--- config.mk ---
export PLATFORM = sky130hd
export DESIGN_NAME = otter_wb_stage
export DESIGN_NICKNAME = d
export VERILOG_FILES = /design/src/rtl/otter_wb_pkg.sv /design/src/rtl/otter_load_align.sv /design/src/rtl/otter_wb_stage.sv
export SDC_FILE = /design/constraint.sdc
export NUM_CORES = 1
export LEC_CHECK = 0
export CELL_PAD_IN_SITES_DETAIL_PLACEMENT = 1
export CELL_PAD_IN_SITES_GLOBAL_PLACEMENT = 1
export CORE_AREA = 10 10 165 167
export DETAILED_ROUTE_END_ITERATION = 10
export DIE_AREA = 0 0 175 177
export PLACE_DENSITY_LB_ADDON = 0.1
export SYNTH_ARGS = -nofsm -noshare
export SYNTH_HDL_FRONTEND = slang
export SYNTH_HIERARCHICAL = 1
export SYNTH_SLANG_ARGS = --single-unit
--- constraint.sdc ---
create_clock -name CLK -period 7.8 [get_ports CLK]
set_clock_uncertainty 0.15 [all_clocks]
set_input_delay 1.95 -clock CLK [delete_from_list [all_inputs] [get_ports CLK]]
set_output_delay 1.95 -clock CLK [all_outputs]
set_load 0.01 [all_outputs]
--- src/rtl/otter_wb_pkg.sv ---
// Shared types and constants for the OTTER MEM/WB writeback stage.
//   wb_sel_t  - writeback source select (ALU, LOAD, PC+4, CSR)
//   F3_*      - load funct3 encodings
//   wb_reg_t  - contents of the MEM/WB pipeline register
package otter_wb_pkg;

  typedef enum logic [1:0] {
    WB_ALU  = 2'd0,
    WB_LOAD = 2'd1,
    WB_PC4  = 2'd2,
    WB_CSR  = 2'd3
  } wb_sel_t;

  localparam logic [2:0] F3_LB  = 3'b000;
  localparam logic [2:0] F3_LH  = 3'b001;
  localparam logic [2:0] F3_LW  = 3'b010;
  localparam logic [2:0] F3_LBU = 3'b100;
  localparam logic [2:0] F3_LHU = 3'b101;

  typedef struct packed {
    logic        valid;
    logic [4:0]  rd;
    logic        rf_we;
    wb_sel_t     wb_sel;
    logic [2:0]  funct3;
    logic [31:0] alu;
    logic [31:0] pc;
    logic [31:0] csr;
    logic [31:0] dmem;
  } wb_reg_t;

endpackage

--- src/rtl/otter_load_align.sv ---
// Load data alignment and misalignment detection (purely combinational).
//   funct3_i   - load type (LB/LH/LW/LBU/LHU; any other code behaves as LW)
//   addr_i     - low two bits of the load address
//   word_i     - raw 32-bit data-memory word
//   data_o     - aligned, sign/zero-extended load value
//   misalign_o - access is not naturally aligned for its size
module otter_load_align
  import otter_wb_pkg::*;
(
  input  logic [2:0]  funct3_i,
  input  logic [1:0]  addr_i,
  input  logic [31:0] word_i,
  output logic [31:0] data_o,
  output logic        misalign_o
);

  logic [7:0]  byte_sel;
  logic [15:0] half_sel;

  always_comb begin
    // NOTE: every output of this block gets a default first, so no path
    // through the case can leave a value unassigned and infer a latch.
    byte_sel   = word_i[7:0];
    half_sel   = addr_i[1] ? word_i[31:16] : word_i[15:0];
    data_o     = word_i;
    misalign_o = (addr_i != 2'b00);

    case (addr_i)
      2'd0:    byte_sel = word_i[7:0];
      2'd1:    byte_sel = word_i[15:8];
      2'd2:    byte_sel = word_i[23:16];
      default: byte_sel = word_i[31:24];
    endcase

    case (funct3_i)
      F3_LB: begin
        data_o     = {{24{byte_sel[7]}}, byte_sel};
        misalign_o = 1'b0;
      end
      F3_LBU: begin
        data_o     = {24'd0, byte_sel};
        misalign_o = 1'b0;
      end
      F3_LH: begin
        data_o     = {{16{half_sel[15]}}, half_sel};
        misalign_o = addr_i[0];
      end
      F3_LHU: begin
        data_o     = {16'd0, half_sel};
        misalign_o = addr_i[0];
      end
      default: begin
        // LW and undefined codes: whole word, must be word aligned.
        data_o     = word_i;
        misalign_o = (addr_i != 2'b00);
      end
    endcase
  end

endmodule

--- src/rtl/otter_wb_stage.sv ---
// OTTER MEM/WB pipeline stage. Registers the retiring instruction, aligns
// load data, selects the writeback source and drives the register-file
// write port plus an identical forwarding path. Counts retired instructions.
//   CLK, RST            - clock, synchronous active-high reset
//   STALL, FLUSH        - hold the WB register / capture a bubble
//   M_*                 - MEM-stage instruction fields
//   RF_EN/RF_WA/RF_WD   - register-file write port
//   FWD_VALID/RD/DATA   - forwarding copy of the write port
//   LD_MISALIGN         - retiring load is misaligned (write suppressed)
//   INSTRET             - retired-instruction counter
// Only XLEN = 32 is supported.
module otter_wb_stage
  import otter_wb_pkg::*;
#(
  parameter int XLEN  = 32,
  parameter int CNT_W = 32
) (
  input  logic             CLK,
  input  logic             RST,
  input  logic             STALL,
  input  logic             FLUSH,
  input  logic             M_VALID,
  input  logic [4:0]       M_RD,
  input  logic             M_RF_WE,
  input  logic [1:0]       M_WB_SEL,
  input  logic [2:0]       M_FUNCT3,
  input  logic [XLEN-1:0]  M_ALU,
  input  logic [XLEN-1:0]  M_PC,
  input  logic [XLEN-1:0]  M_CSR,
  input  logic [XLEN-1:0]  M_DMEM,
  output logic             RF_EN,
  output logic [4:0]       RF_WA,
  output logic [XLEN-1:0]  RF_WD,
  output logic             FWD_VALID,
  output logic [4:0]       FWD_RD,
  output logic [XLEN-1:0]  FWD_DATA,
  output logic             LD_MISALIGN,
  output logic [CNT_W-1:0] INSTRET
);

  wb_reg_t          w_q, w_d;
  logic [CNT_W-1:0] instret_q, instret_d;

  logic [31:0] load_data;
  logic        align_misalign;
  logic        misalign;
  logic [31:0] wb_data;
  logic        wr_en;

  // Capture logic: STALL holds everything (it outranks FLUSH); FLUSH only
  // kills the valid bit, the payload fields still follow M_*.
  always_comb begin
    w_d = w_q;
    if (!STALL) begin
      w_d.valid  = M_VALID & ~FLUSH;
      w_d.rd     = M_RD;
      w_d.rf_we  = M_RF_WE;
      w_d.wb_sel = wb_sel_t'(M_WB_SEL);
      w_d.funct3 = M_FUNCT3;
      w_d.alu    = M_ALU;
      w_d.pc     = M_PC;
      w_d.csr    = M_CSR;
      w_d.dmem   = M_DMEM;
    end
  end

  // An instruction retires on the edge that moves it out of WB, i.e. any
  // unstalled edge while it is valid. Misaligned loads still retire.
  always_comb begin
    instret_d = instret_q;
    if (w_q.valid && !STALL) begin
      instret_d = instret_q + CNT_W'(1);
    end
  end

  always_ff @(posedge CLK) begin
    // NOTE: sequential state uses non-blocking assignments so every
    // register samples pre-edge values regardless of statement order.
    if (RST) begin
      // NOTE: the whole payload is cleared, not just valid, so the write
      // port shows address and data zero right after reset.
      w_q       <= '0;
      instret_q <= '0;
    end else begin
      w_q       <= w_d;
      instret_q <= instret_d;
    end
  end

  otter_load_align u_load_align (
    .funct3_i   (w_q.funct3),
    .addr_i     (w_q.alu[1:0]),
    .word_i     (w_q.dmem),
    .data_o     (load_data),
    .misalign_o (align_misalign)
  );

  assign misalign = w_q.valid && (w_q.wb_sel == WB_LOAD) && align_misalign;

  always_comb begin
    wb_data = w_q.alu;
    case (w_q.wb_sel)
      WB_ALU:  wb_data = w_q.alu;
      WB_LOAD: wb_data = load_data;
      WB_PC4:  wb_data = w_q.pc + 32'd4;  // wraps: 0xFFFFFFFC -> 0
      WB_CSR:  wb_data = w_q.csr;
      default: wb_data = w_q.alu;
    endcase
  end

  // x0 is hardwired zero: never written, never forwarded.
  assign wr_en = w_q.valid && w_q.rf_we && (w_q.rd != 5'd0) && !misalign;

  assign RF_EN       = wr_en;
  assign RF_WA       = w_q.rd;
  assign RF_WD       = wb_data;
  assign FWD_VALID   = wr_en;
  assign FWD_RD      = w_q.rd;
  assign FWD_DATA    = wb_data;
  assign LD_MISALIGN = misalign;
  assign INSTRET     = instret_q;

endmodule

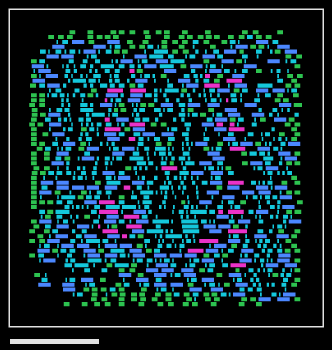
**Above:** run 1 (placement by cell class).
Scale bar: 50 um.
Key: green = remaining buffers and delay cells [cells 258, share of their area 22%]; cyan = combinational and other logic [cells 698, share of their area 43%]; magenta = clock drivers and dummy loads [cells 32, share of their area 5.3%]; blue = sequential cells [cells 172, share of their area 29%]
fraction of area in registers: 28.46%
post-route cell area: 12100 um2
final core occ: 50.51%
number of core rows: 57

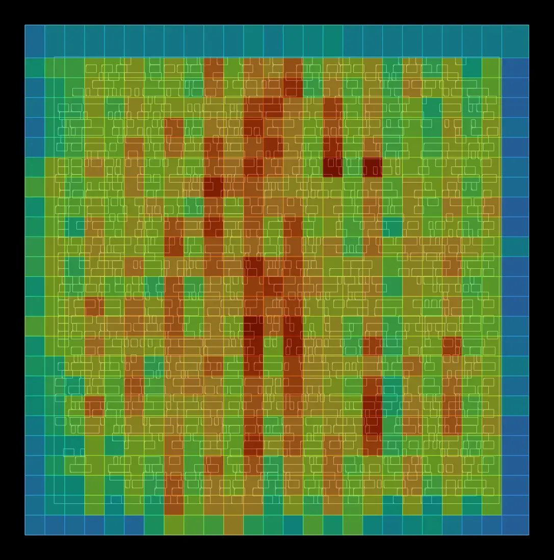
**Above:** run 1 (routing congestion map).
global route hottest layer: met2
met1 usage: 24.29%
GR Util met2: 33.03%
GR Util met3: 5.078%
WL/cell: 20.88 um

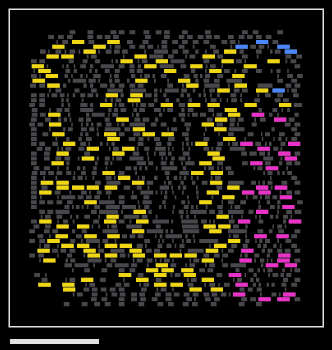
**Above:** run 1 (register map, names as in the netlist).
Scale bar: 50 um.
Key: blue = FWD_RD [flops 5, where north-east]; magenta = INSTRET [flops 32]; yellow = w_q [flops 135]

==> qor.yml, run 1 <==
crit_slowest_cell: "clkinv_1"
area_leaders: "dfxtp_1 (38%), mux2i_1 (16%), nor2_1 (8.6%)"
openroad.warnings: 26
clock-sinks: 172
dp_hpwl_um: 23360
r2r_slack_ns: 5.69
power_leakage_nw: 4.872
worst_pin_slew_ns: 1.071
crit_fanout: 27
cp_cell_sequence: "clkinv_1, o31a_4, o22ai_1, o21ai_0, o21bai_1, a22oi_1, clkdlybuf4s50_1"
holdPathEnd: "w_q[55]"
max_freq_mhz: 178.3
gp_congestion: 0.8428
yosys.area.top_type: "dfxtp_1"
hold_path_startpoint: "w_q[55]"
min_path_cells: 2
dr.pass1.iters: 5
vdd_drop_max_mv: 0.09953
nFillCells: 2748
syn_to_final_growth_pct: 32.18
cts_resized: 0
grt-ovfl-total: 0
r2r_end: "INSTRET[24]"
timing.final.crit_share_pct: 71.89
fin_tns_setup_ns: 0
root_buffer: "clkbuf_16"
ctsHoldBuffers: 0
die-area_um2: 30980
crit_family: "buffers and inverters"
drv_cap: 0
cts_max_path_buffers: 2
rsz0062_at_grt: "false"
hold_path_class: "reg2reg"
wl_um: 31010
final_nets: 1293
regArea_um2: 3445
drive_above_1_share_pct: 7.931
yosys_warnings: 6
ys_seq_share_pct: 37.60
p_per_area_nw_per_um2: 189.3
grt_pass1_vias: 8027
synth_top_area_share_pct: 37.60
critPathKind: "reg2out"
viasPerCell: 5.199
vias: 7721
io_buffers: 252
relSlewSlack_pct: 28.62
cts_buffers: 17
critical_path.max_stage_delay_ns: 0.72
grt_pass1_wl_um: 47440
hold_violations: 0
status: "finished, final reports clean"
grt_util_all_layers_pct: 19.63
fin_crit_ns: 5.607
synth.cell_area_um2: 9158
cp.arrival_ns: 3.51
ios: 253
synth_area_per_cell_um2: 9.335
cts_setup_buffers: 0
synth_cell_type_count: 58
synth_cells: 981
startpoint_type: "flop"
setup_violations: 0
htreeDepth: 4
path_clk_slew_ns: 0.07
ys_area_um2: 9158
crit_buf_inv: 2
post-route-drc-count: 0
die_h_um: 177
insertion_delay_ns: 0.43
grt_max_degree: 100
die_x_um: 175
critPathRequiredTime_ns: 5.70
antenna_found_initial: 2
cts_tree: "built"
fp_nets: 1127
r2r_cells: 5
crit_path_end_kind: "output pin"
comb_area_um2: 5012
ant_nets: 0
synth-seq-cells: 172
coreArea_um2: 23960
drt_iter0_drc: 476
finalMaxSlewViolations: 0
fp_util_pct: 38.22
r2r_start: "INSTRET[9]"
synth_stat.cells: 981
run 1: power by group:
| group | switching [W] | internal, W |
|---|---|---|
| combinational | 0.000184 | 0.000233 |
| sequential | 0.0000514 | 0.000921 |
| clock | 0.000386 | 0.000515 |
| total | 0.000621 | 0.00167 |
run 1: placed cells by master (no fill, tap or decap), types with 4 or more instances in the layout:
cell / n
mux4_1: 7
clkbuf_16: 17
dfxtp_1: 171
clkdlybuf4s50_1: 250
o221ai_2: 4
nor3_1: 9
nand3_1: 21
mux2i_1: 144
nor2_1: 209
buf_4: 6
o21ai_0: 5
inv_1: 12
a21oi_1: 32
a311oi_1: 7
and4_1: 9
xnor2_1: 21
nor2b_1: 14
nand4_1: 18
mux4_2: 16
nand2_1: 36
xor2_1: 34
mux2_2: 14
o22ai_1: 29
and3_1: 10
run 1: stage by stage:
step                      hold slack (ns)  power [W]  setup slack, ns  std cells  instance area (um2)
after detailed placement           0.3357   0.001411            2.648       1452                11490
after global routing               0.3726   0.002396            1.902       1485                12100
after floorplan                    0.3078   0.001220            3.628        981                 9158
final                              0.3517   0.002291            2.193       1485                12100
after global placement             0.3217   0.001404            2.734       1452                11490
after CTS                          0.3517   0.002320            2.181       1484                12100
run 1: registers in the layout, indices dropped and copies added (netlist names):
name and flops:
FWD_RD 5, INSTRET 32, w_q 135
run 1: Yosys cell counts (all sizes together):
library cell	count
ha	2
o31a	1
o21a	1
a221oi	2
nor3b	1
clkbuf	34
o221ai	7
nor3	12
o2bb2ai	1
nand2b	3
o22ai	29
dfxtp	172
and3	10
mux4	23
nor2b	14
clkinv	1
o32a	1
mux2	15
xor2	34
nor2	209
and4b	1
a31oi	1
inv	13
and2	3
or4	2
or2	2
o21bai	1
nand4	21
a21oi	32
o21ai	5
a22oi	2
buf	77
a311oi	7
mux2i	144
nand3	23
nand2	36
nor4	7
a211oi	1
nand4b	1
and4	9
xnor2	21
run 1: kinds of logic after synthesis:
logic type                 after synthesis  share of synthesized area (%)
and+or+nand+nor                        354                          18.80
muxes                                  182                          23.57
DFF                                    172                          37.60
buffers and inverters                  125                          7.665
AOI/OAI and AO/OA                       91                          6.832
xor gates and xnor gates                55                          5.260
adders and majority gates                2                         0.2732
run 1: worst max path at each step:
| stage | startpoint | end | slack, ns | cells after the start |
|---|---|---|---|---|
| 6_report | w_q[129] | RF_WD[28] | 2.19 | 7 |
| 5_1_grt | w_q[129] | RF_WD[28] | 1.90 | 7 |
| 4_1_cts | w_q[129] | RF_WD[27] | 2.18 | 8 |
| 3_5_place_dp | w_q[129] | RF_WD[27] | 2.65 | 8 |
| 3_3_place_gp | w_q[96] | FWD_DATA[13] | 2.73 | 7 |
| 2_1_floorplan | w_q[66] | RF_WD[30] | 3.63 | 8 |
run 1: per-layer routing:
metal,track usage (%),up-vias,wire length (um)
met1,24.29,3763,13760
met4,5.652,2,541
li1,-,3733,-
met5,0,-,13
met2,33.03,193,15040
met3,5.078,30,1661
run 1: cell type report:
type                            instances  area share (%)
Multi-Input combinational cell        684           41.41
Inverter                               14          0.4342
Timing Repair Buffer                  258           21.25
Sequential cell                       172           28.46
Tap cell                              324           3.349
Clock buffer                           19           3.577
Antenna cell                            1         0.02067
Clock inverter                         13           1.499
==> inputs of run 2 (changes only) <==
CORE_AREA = 10 10 171 173   (was 10 10 165 167)
DIE_AREA = 0 0 181 183   (was 0 0 175 177)
clock period = 5.6 ns   (was 7.8 ns; I/O delays follow)
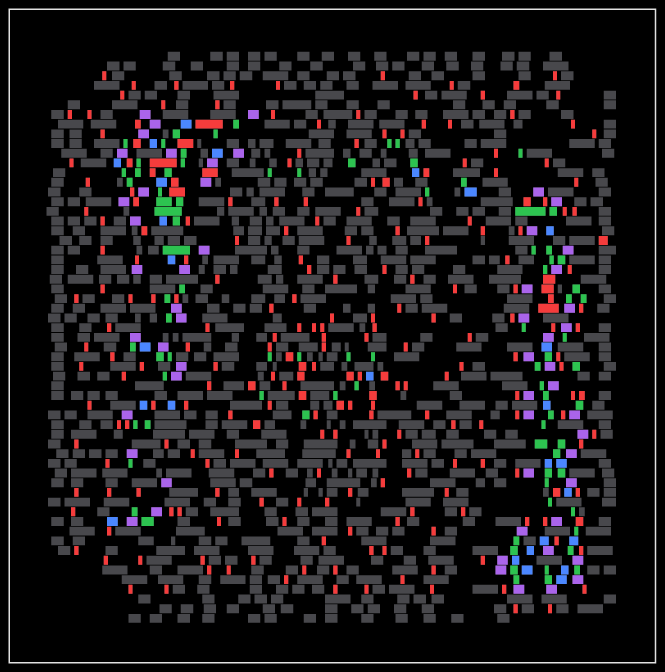
**Above:** run 2 (selected gate families).
Key: purple = xor and xnor cells [cells 55, where all over the die]; red = nor cells [cells 243, where all over the die]; green = nand cells [cells 84]; blue = and/or cells [cells 27, where all over the die]

==> qor.yml, run 2 <==
fin_ws_ns: 0.6401
ant_nets: 0
adder_share_pct: 0.2733
crit_buf_inv: 3
yosys_warnings: 6
synth_cell_type_count: 58
crit_path_end_kind: "output pin"
status: "finished, final reports clean"
cts_max_path_buffers: 2
antenna_found_initial: 3
coreArea_um2: 25760
grt_pass1_vias: 8151
grt_pass1_wl_um: 48660
ios: 253
grt_max_degree: 122
die_x_um: 181
synth-seq-cells: 172
setup_violations: 0
simple_gate_share_pct: 18.80
area_leaders: "dfxtp_1 (38%), mux2i_1 (16%), nor2_1 (8.6%)"
crit_fanout: 15
gp_congestion: 0.7862
ys_seq_share_pct: 37.60
fp_nets: 1127
pre_cts_ws_ns: 1.176
largest_reg_flops: 135
drive_above_1_share_pct: 8.255
yosys.area.top_type: "dfxtp_1"
ff_type: "dfxtp_1"
die-area_um2: 33120
vias: 7822
grt-ovfl-total: 0
hold_violations: 0
openroad.warnings: 29
htreeDepth: 4
ys_area_um2: 9158
fin_crit_ns: 4.960
root_buffer: "clkbuf_16"
synth_area_per_cell_um2: 9.335
clock-sinks: 172
layout_top_cells: "clkdlybuf4s50_1 (250), nor2_1 (209), dfxtp_1 (171)"
synth-xor-area-share_pct: 5.260
cts_buffers: 17
crit_family: "buffers and inverters"
crit_path_frequent_cell: "o22ai_1"
cts_resized: 0
hold_path_class: "reg2reg"
ctsHoldBuffers: 0
row_count: 59
rsz0062_at_grt: "false"
grt_util_all_layers_pct: 18.55
top_usage_layer: "met2"
fp_util_pct: 35.54
viasPerCell: 5.218
hold_ws_ns: 0.3496
crit_slowest_cell: "dfxtp_1"
ys_async_sr_fraction_pct: 0
cts_setup_buffers: 0
startpoint_type: "flop"
power_leakage_nw: 4.851
dp_hpwl_um: 23750
regArea_um2: 3445
utilization_pct: 46.91
comb_area_um2: 5012
met2_usage_pct: 31.60
die_h_um: 183
critPathRequiredTime_ns: 4.05
synth_cells: 981
critical_path.max_stage_delay_ns: 0.65
cp_cell_sequence: "clkinv_1, buf_4, nor2_1, o22ai_1, mux2_2, o22ai_1, a21oi_1, clkdlybuf4s50_1"
drt_iter0_drc: 370
relSlewSlack_pct: 33.13
wl_per_cell_um: 21.00
critPathKind: "reg2out"
synth.cell_area_um2: 9158
vdd_drop_max_mv: 0.1382
synth_stat.cells: 981
top_register: "w_q"
use_met1_pct: 22.80
nFillCells: 2930
timing.final.crit_share_pct: 88.57
met3_usage_pct: 5.197
dr.pass1.iters: 5
insertion_delay_ns: 0.44
synth_top_area_share_pct: 37.60
syn_to_final_growth_pct: 31.97
common_cells: "nor2_1 (209), dfxtp_1 (172), mux2i_1 (144)"
lay_top_count: "clkdlybuf4s50_1"
wl_um: 31480
top_logic_kind: "multiplexers"
final_nets: 1296
post-route-drc-count: 0
ys_sh_aoi_pct: 6.832
io_buffers: 252
max_freq_mhz: 201.6
p_per_area_nw_per_um2: 256.2
finalMaxSlewViolations: 0
worst_pin_slew_ns: 1.003
path_clk_slew_ns: 0.07
drv_cap: 0
fin_tns_setup_ns: 0
muxShareOfSynthArea_pct: 23.57
edf_count: 0
cts_tree: "built"
synth.most_common_cell: "nor2_1"
cp.arrival_ns: 3.41
## run 2: cell types whose count changed in the layout (fill, tap and decap cells not counted), sizes merged
cell	delta
buf	+3
bufinv	-3
clkbuf	-1
clkinvlp	+3
inv	+1
## run 2: layer usage
metal / vias to the layer above / routed length, um
li1: 3739 / -
met1: 3864 / 13860
met2: 184 / 15370
met3: 31 / 1841
met4: 4 / 368
met5: - / 34
## run 2: layout make-up
cell class              instances  share of cell area, %
multi-input cells             684                  41.47
flip-flops and latches        172                  28.50
repair buffers                261                  21.47
clock buffers                  18                  3.551
well taps                     335                  3.468
clock inverters                14                  1.077
inverters                      14                 0.4348
diodes                          1                0.02071
## run 2: report_power, final
part	switching (W)	internal (W)
combinational	0.000256	0.000325
clock	0.000572	0.000587
sequential	0.0000730	0.00128
total	0.000901	0.00220
## run 2: logic make-up (layout without fill, tap and decap cells)
group                    after synthesis  after routing
XOR/XNOR                              55             55
other                                  0              1
buffers and inverters                125            307
flip-flops                           172            172
AND-OR/OR-AND                         91             91
multiplexers                         182            182
adder cells (fa/ha/maj)                2              2
AND/OR/NAND/NOR                      354            354
## run 2: path summary, 6_finish.rpt
check / startpoint / to / slack (ns) / depth (start not counted)
hold / removal: w_q[98] / w_q[98] / 0.35 / 2
hold reg to reg: w_q[98] / w_q[98] / 0.35 / 2
setup reg to reg: INSTRET[10] / INSTRET[22] / 3.47 / 5
setup / recovery: w_q[129] / FWD_DATA[21] / 0.64 / 8
## run 2: metrics by stage
stage,cell area [um2],instances,power (W)
2_1_floorplan,9158,981,0.001699
3_3_place_gp,11520,1466,0.001959
3_5_place_dp,11520,1466,0.001968
4_1_cts,12080,1498,0.003135
5_1_grt,12080,1498,0.003234
6_report,12090,1499,0.003096
## run 2: worst register-to-register path, cell delays in order, from the launching register on
cell and delay (ns):
dfxtp_1 0.45, nand4_1 0.16, nor3_1 0.80, nand4_1 0.21, xor2_1 0.18, nor2_1 0.05
Power and IR drop assume default switching activity.
